**src/rtl/feature_pingpong_ctrl_if.sv**
```systemverilog
// Fill/consume handshake between the feature ping-pong scheduler and its
// producer (feature fetcher) and consumer (line-buffer reader).
interface feature_pingpong_ctrl_if #(
  parameter int unsigned TAG_WIDTH = 8
);
  logic                 fill_req;
  logic [TAG_WIDTH-1:0] fill_tag;
  logic                 fill_grant;
  logic                 fill_sel;
  logic                 fill_busy;
  logic                 fill_done;
  logic                 comp_req;
  logic                 comp_grant;
  logic                 comp_sel;
  logic [TAG_WIDTH-1:0] comp_tag;
  logic                 comp_busy;
  logic                 comp_done;

  // master: fetcher/reader side
  modport master (
    output fill_req, fill_tag, fill_done, comp_req, comp_done,
    input  fill_grant, fill_sel, fill_busy, comp_grant, comp_sel, comp_tag, comp_busy
  );

  // slave: scheduler side
  modport slave (
    input  fill_req, fill_tag, fill_done, comp_req, comp_done,
    output fill_grant, fill_sel, fill_busy, comp_grant, comp_sel, comp_tag, comp_busy
  );
endinterface

```
**src/rtl/feature_pingpong_ctrl.sv**
```systemverilog
// Ping-pong scheduler for the two input feature banks: grants banks to the
// fetcher and line-buffer reader in strict alternation and carries fill tags.
module feature_pingpong_ctrl #(
  parameter int unsigned TAG_WIDTH = 8,
  parameter int unsigned CNT_WIDTH = 16
) (
  input  logic                      clk,
  input  logic                      rst,
  feature_pingpong_ctrl_if.slave    bus,
  input  logic                      flush,
  output logic [1:0]                bank_full,
  output logic [CNT_WIDTH-1:0]      stall_cnt,
  output logic                      err
);

  typedef enum logic [1:0] {
    BANK_EMPTY   = 2'd0,
    BANK_FILLING = 2'd1,
    BANK_FULL    = 2'd2,
    BANK_BUSY    = 2'd3
  } bank_state_t;

  bank_state_t          bank_q [2];
  logic [TAG_WIDTH-1:0] tag_q  [2];
  logic                 wr_ptr;
  logic                 rd_ptr;
  logic                 fill_busy_q;
  logic                 comp_busy_q;
  logic                 fill_grant_q;
  logic                 comp_grant_q;
  logic [TAG_WIDTH-1:0] comp_tag_q;
  logic [CNT_WIDTH-1:0] stall_q;
  logic                 err_q;

  logic fill_ok;
  logic comp_ok;
  logic stall_hit;

  always_comb begin
    fill_ok   = bus.fill_req && !fill_busy_q && (bank_q[wr_ptr] == BANK_EMPTY) && !flush;
    comp_ok   = bus.comp_req && !comp_busy_q && (bank_q[rd_ptr] == BANK_FULL) && !flush;
    stall_hit = bus.comp_req && !comp_busy_q && (bank_q[rd_ptr] != BANK_FULL);
  end

  always_ff @(posedge clk) begin
    if (rst) begin
      bank_q[0]    <= BANK_EMPTY;
      bank_q[1]    <= BANK_EMPTY;
      tag_q[0]     <= '0;
      tag_q[1]     <= '0;
      wr_ptr       <= 1'b0;
      rd_ptr       <= 1'b0;
      fill_busy_q  <= 1'b0;
      comp_busy_q  <= 1'b0;
      fill_grant_q <= 1'b0;
      comp_grant_q <= 1'b0;
      comp_tag_q   <= '0;
      stall_q      <= '0;
      err_q        <= 1'b0;
    end else begin
      fill_grant_q <= 1'b0;
      comp_grant_q <= 1'b0;
      if (flush) begin
        // abort in-flight work; tags, stall count and error history survive
        bank_q[0]   <= BANK_EMPTY;
        bank_q[1]   <= BANK_EMPTY;
        wr_ptr      <= 1'b0;
        rd_ptr      <= 1'b0;
        fill_busy_q <= 1'b0;
        comp_busy_q <= 1'b0;
      end else begin
        if (fill_ok) begin
          bank_q[wr_ptr] <= BANK_FILLING;
          tag_q[wr_ptr]  <= bus.fill_tag;
          fill_busy_q    <= 1'b1;
          fill_grant_q   <= 1'b1;
        end
        if (bus.fill_done) begin
          if (fill_busy_q) begin
            bank_q[wr_ptr] <= BANK_FULL;
            fill_busy_q    <= 1'b0;
            wr_ptr         <= ~wr_ptr;
          end else begin
            err_q <= 1'b1;
          end
        end
        if (comp_ok) begin
          bank_q[rd_ptr] <= BANK_BUSY;
          comp_tag_q     <= tag_q[rd_ptr];
          comp_busy_q    <= 1'b1;
          comp_grant_q   <= 1'b1;
        end
        if (bus.comp_done) begin
          if (comp_busy_q) begin
            bank_q[rd_ptr] <= BANK_EMPTY;
            comp_busy_q    <= 1'b0;
            rd_ptr         <= ~rd_ptr;
          end else begin
            err_q <= 1'b1;
          end
        end
        if (stall_hit && (stall_q != '1)) begin
          stall_q <= stall_q + 1'b1;
        end
      end
    end
  end

  assign bus.fill_grant = fill_grant_q;
  assign bus.fill_sel   = wr_ptr;
  assign bus.fill_busy  = fill_busy_q;
  assign bus.comp_grant = comp_grant_q;
  assign bus.comp_sel   = rd_ptr;
  assign bus.comp_tag   = comp_tag_q;
  assign bus.comp_busy  = comp_busy_q;
  assign bank_full      = {bank_q[1] == BANK_FULL, bank_q[0] == BANK_FULL};
  assign stall_cnt      = stall_q;
  assign err            = err_q;

endmodule

```
**src/flat_wrapper.sv**
```systemverilog
// flat-port wrapper written by rule: the top's interface ports become plain ports
module feature_pingpong_ctrl_flat 
#(
  parameter int unsigned TAG_WIDTH = 8,
  parameter int unsigned CNT_WIDTH = 16
)
  (clk, rst, flush, bank_full, stall_cnt, err, bus_fill_req, bus_fill_tag, bus_fill_done, bus_comp_req, bus_comp_done, bus_fill_grant, bus_fill_sel, bus_fill_busy, bus_comp_grant, bus_comp_sel, bus_comp_tag, bus_comp_busy);
  feature_pingpong_ctrl_if #(.TAG_WIDTH(TAG_WIDTH)) bus_i ();
  input  logic clk;
  input  logic rst;
  input  logic flush;
  output logic [1:0] bank_full;
  output logic [CNT_WIDTH-1:0] stall_cnt;
  output logic err;
  input wire logic [$bits(bus_i.fill_req)-1:0] bus_fill_req;
  input wire logic [$bits(bus_i.fill_tag)-1:0] bus_fill_tag;
  input wire logic [$bits(bus_i.fill_done)-1:0] bus_fill_done;
  input wire logic [$bits(bus_i.comp_req)-1:0] bus_comp_req;
  input wire logic [$bits(bus_i.comp_done)-1:0] bus_comp_done;
  output wire logic [$bits(bus_i.fill_grant)-1:0] bus_fill_grant;
  output wire logic [$bits(bus_i.fill_sel)-1:0] bus_fill_sel;
  output wire logic [$bits(bus_i.fill_busy)-1:0] bus_fill_busy;
  output wire logic [$bits(bus_i.comp_grant)-1:0] bus_comp_grant;
  output wire logic [$bits(bus_i.comp_sel)-1:0] bus_comp_sel;
  output wire logic [$bits(bus_i.comp_tag)-1:0] bus_comp_tag;
  output wire logic [$bits(bus_i.comp_busy)-1:0] bus_comp_busy;
  assign bus_i.fill_req = bus_fill_req;
  assign bus_i.fill_tag = bus_fill_tag;
  assign bus_i.fill_done = bus_fill_done;
  assign bus_i.comp_req = bus_comp_req;
  assign bus_i.comp_done = bus_comp_done;
  assign bus_fill_grant = bus_i.fill_grant;
  assign bus_fill_sel = bus_i.fill_sel;
  assign bus_fill_busy = bus_i.fill_busy;
  assign bus_comp_grant = bus_i.comp_grant;
  assign bus_comp_sel = bus_i.comp_sel;
  assign bus_comp_tag = bus_i.comp_tag;
  assign bus_comp_busy = bus_i.comp_busy;
  feature_pingpong_ctrl #(.TAG_WIDTH(TAG_WIDTH), .CNT_WIDTH(CNT_WIDTH)) u_core (.clk(clk), .rst(rst), .bus(bus_i), .flush(flush), .bank_full(bank_full), .stall_cnt(stall_cnt), .err(err));
endmodule
```
**config.mk**
```make
export PLATFORM = sky130hd
export DESIGN_NAME = feature_pingpong_ctrl_flat
export DESIGN_NICKNAME = d
export VERILOG_FILES = /design/src/rtl/feature_pingpong_ctrl_if.sv /design/src/rtl/feature_pingpong_ctrl.sv /design/src/flat_wrapper.sv
export SDC_FILE = /design/constraint.sdc
export NUM_CORES = 1
export LEC_CHECK = 0
export CAP_MARGIN = 10
export CORE_ASPECT_RATIO = 1.4
export CORE_MARGIN = 1.5
export CORE_UTILIZATION = 55
export DETAILED_ROUTE_END_ITERATION = 10
export HOLD_SLACK_MARGIN = 0.15
export MAX_ROUTING_LAYER = met4
export PLACE_DENSITY_LB_ADDON = 0.05
export SYNTH_ARGS = -nofsm -noshare
export SYNTH_HDL_FRONTEND = slang
export SYNTH_SLANG_ARGS = --single-unit
```
**constraint.sdc**
```tcl
create_clock -name clk -period 5.1 [get_ports clk]
set_input_delay 1.275 -clock clk [delete_from_list [all_inputs] [get_ports clk]]
set_output_delay 1.275 -clock clk [all_outputs]
set_load 0.02 [all_outputs]
```
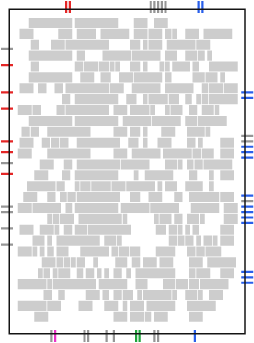
Figure 1: pin placement.
Drawn at 4 px/um. Pins as bars across the die edge, other pins in grey.
Key: red = `bus_fill_tag` [pins 8, direction input, edge 6 left, 2 top]; blue = `stall_cnt` [pins 16, direction output, edge 13 right, 2 top, 1 bottom]; green = `bank_full` [pins 2, direction output, edge bottom]; magenta = `bus_fill_req` [pins 1, direction input, edge bottom]

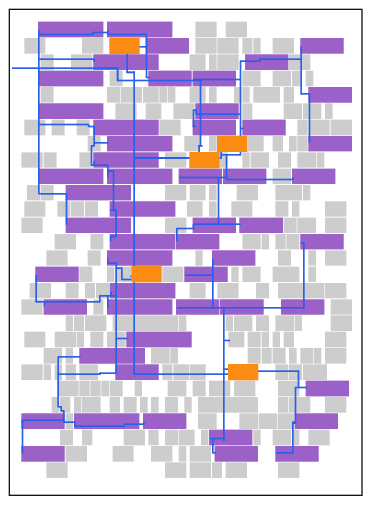
Figure 2: clock wires, drivers and flops.
Drawn at 6 px/um.
Key: blue = clock wires [length 576 um]; purple = flip-flops [count 53]; orange = cells driving clock nets [count 5]
There are 6 routed clock nets. Position of the flops: widely spread.
Clock power frac: 34.7%
Clock net power: 0.000280 W
Worst Clk Skew: 3.217 ps
clock latency of the later-clocked register in the worst-skew pair: 300 ps

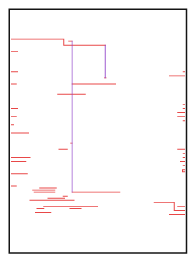
Figure 3: signal wires by layer.
Drawn at 3 px/um. Two of the layers only.
Key: purple = met4 [wire length 61.2 um]; red = met3 [wire length 220 um]

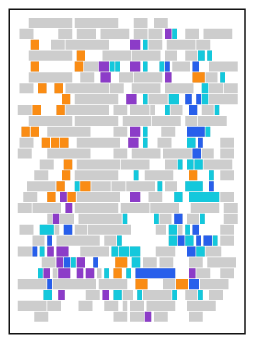
Figure 4: gate-type map.
Drawn at 4 px/um.
Key: cyan = NOR gates [cells 54, most used nor2_1]; orange = AND and OR gates [cells 26, most used and2_1]; blue = NAND gates [cells 23, most used nand2_1]; purple = inverting AOI/OAI gates [cells 25, most used a21oi_1]
fraction of area in multi-input gates: 34.92%
most common logic cell in the routed design: clkdlybuf4s50_1
final instance count without filler cells: 318

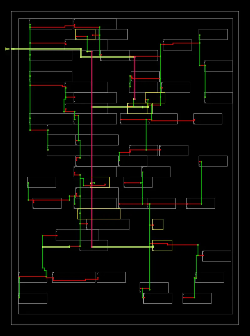
Figure 5: clock wiring as the flow saved it.
FFs & Latches: 53
TritonCTS buffer count: 5
clkbuf count: 5
clock sink total: 53

## per-stage QoR
stage                     cells  util, %
after CTS                   318    70.48
after detailed placement    310    67.86
after floorplan             229        -
after global routing        318    70.48
final                       318    70.48
after global placement      310    67.86
## power by group
group	total [W]	switching (W)	internal, W
combinational	0.0000677	0.0000358	0.0000319
sequential	0.000459	0.00000793	0.000452
clock	0.000280	0.000136	0.000145
## cell type report
cell class / instances / area share, %
inverters: 6 / 0.7601
clock buffers: 5 / 2.323
flip-flops and latches: 53 / 42.57
well taps: 45 / 1.900
repair buffers: 48 / 16.13
multi-input cells: 158 / 34.92
clock inverters: 3 / 1.394
## worst paths after layout
kind / from / endpoint / slack [ps] / cells past startpoint
min reg2reg: u_core.err / u_core.err / 480 / 2
min: u_core.err / u_core.err / 480 / 2
max: rst / u_core.tag_q[1][5] / 1890 / 6
max reg2reg: u_core.stall_cnt[9] / u_core.stall_cnt[15] / 2760 / 5
## routing by layer
metal	routed length [um]	part of all wire, %
met5	0	0
met4	61	1.3
met3	219	4.7
met2	2508	54
met1	1851	40
## cells by family (layout without fill, tap and decap cells)
kind of cell,after synthesis,in the layout,synth area share (%)
and+or+nand+nor,103,103,25.07
DFF,53,53,53.08
AOI/OAI and AO/OA,30,30,8.584
buffers and inverters,18,62,3.370
xor gates and xnor gates,15,15,5.529
muxes,9,9,3.844
adders and majority gates,1,1,0.5265
## synth_stat cells (3+ instances only)
library cell,n
buf_2,4
nor3b_1,3
or2_2,4
a211oi_1,8
and3_1,8
nand4_1,5
nand3_1,5
clkbuf_1,6
nor2_1,33
nor3_1,5
inv_1,6
nor2b_1,3
dfxtp_1,33
edfxtp_1,20
a21oi_1,11
nor4_1,6
mux2i_1,8
and2_1,9
nand2_1,9
xnor2_1,13
## state kept, by name, summed over array words and instances (netlist names), named ones only
register,count
u_core.stall_cnt,16
u_core.tag_q,16
u_core.bus.comp_tag,8
u_core.bank_q,4
u_core.bus.comp_busy,1
u_core.bus.comp_grant,1
u_core.bus.comp_sel,1
u_core.bus.fill_busy,1
u_core.bus.fill_grant,1
u_core.bus.fill_sel,1
u_core.err,1
## worst reg2reg max path, stage by stage (launching register included)
cell	delay [ps]
dfxtp_1	470
nand4_1	180
nor4_2	970
nor4_4	140
nand4_1	150
mux2_1	320
==> out/metrics.cfg <==
[yosys]
synth_async_sr_flop_share_pct = 0
synth.net_count = 245
postSynthSeqShare_pct = 53.08
synthesis.yosys.warnings = 0
yosys-stat-area_sq_um = 2376
synth-edff-count = 20
post_synth_inst_count = 229
synth-seq-cells = 53
dominantRegCellSynth = dfxtp_1
main_area_contributors = dfxtp_1 (28%), edfxtp_1 (25%), nor2_1 (5.2%)
synth-cells-yosys = 229
synth.cell_area_sq_um = 2376
post-synth-top-area-fraction_pct = 27.80
yosys_cell_types = 46
syn-mean-instance-area_sq_um = 10.38

[power_and_ir_drop]
power.static_leakage_nw = 1.040
vdd_drop_max_v = 0.0002104
p_per_area_nw_per_um2 = 272.6
total_power_w = 0.0008075

[global_routing]
grt_max_degree = 20
globalRoute.busiestLayer = met2
grt-ovfl-total = 0
globalRouteTotalUtil_pct = 21.73
first_global_vias = 1688
met3_usage_pct = 5.096
global_route_wire_length_before_repair_um = 7603
grt.met2_usage_pct = 38.09
grt.met1_usage_pct = 23.84
grt_antenna_before_repair = 0

[finish]
lay_top_cells = clkdlybuf4s50_1 (47), nor2_1 (33), dfxtp_1 (33)
synthToLayoutAreaGrowth_pct = 24.70
num_antenna_cells = 0
layout.nets = 288
final.fill_count = 332
total_non_filler_cell_area_in_the_finished_layout_sq_um = 2963
drive_above_1_share_pct = 7.326
ff_latch_area_sq_um = 1261
comb_gate_area_sq_um = 1035

[route]
routed_wirelength_um = 4640
number_of_vias_after_detailed_routing = 1824
route.detailed.wl_per_inst_um = 14.59
firstDrtPassIters = 4
via_to_cell_ratio = 5.736
dr_iter_0_viols = 149
ant_nets = 0
drt_drc_violations_left = 0

[setup_path]
cpLargestDelayFamily = buffers and inverters
critical_path.endpoint_type = flop
worst_path_largest_cell_delay_ps = 740
worstPathMaxFanout = 19
worst-endpoint-arrival_ps = 3260
worst-endpoint-required_ps = 5150
worstPathCellList = clkdlybuf4s50_1 -> buf_4 -> nor2_1 -> o211a_1 -> and2_1 -> or2_2
category_of_the_most_critical_setup_path = in -> reg
cpMaxStageDelayCell = clkdlybuf4s50_1
timing.critical_path.buf_inv = 2
crit_start_category = input pin

[sta]
final.min_clock_period_ps = 3212
setup_ws_ps = 1888
hold_violations = 0
timing.final.max_slew_violations = 0
hold-worst-slack_ps = 479.8
timing.setup.tns_ps = 0
rsz0062_at_grt = false
worst_pin_slew_ps = 1080
report.final.setup_viol = 0
maxClockFrequency_mhz = 311.4
relSlewSlack_pct = 27.42
fin_crit_sh_pct = 62.98

[floorplan]
fp_util_pct = 56.52
die-height_um = 80.77
core_area_sq_um = 4204
die-width_um = 58.55
floorplan.die_area_sq_um = 4729
rows = 28
ios = 48

[clock_tree]
cts_tree = done
clockBufferDepth = 2
ctsHtreeMaxLevel = 2
cts_root_buffer = clkbuf_8
post-cts-setup-buffers = 0
postCtsResizedCells = 0
clk_pin_slew_ps = 90
hold_buffer_count_at_cts = 0

[placed_design]
io_buffer_count = 47
routabilityCongestion = 0.8685
hpwlAfterDp_um = 3415
placement.setup.worst_slack_ps = 1539
post_dp_area_sq_um = 2853

[hold_path]
worst_hold_path_type = reg -> reg

[outcome]
outcome = finished clean

[run]
max_cap_viol_count = 0
log.warning_count = 26

Power figures rest on the tool's default switching activity, not on a simulated workload.
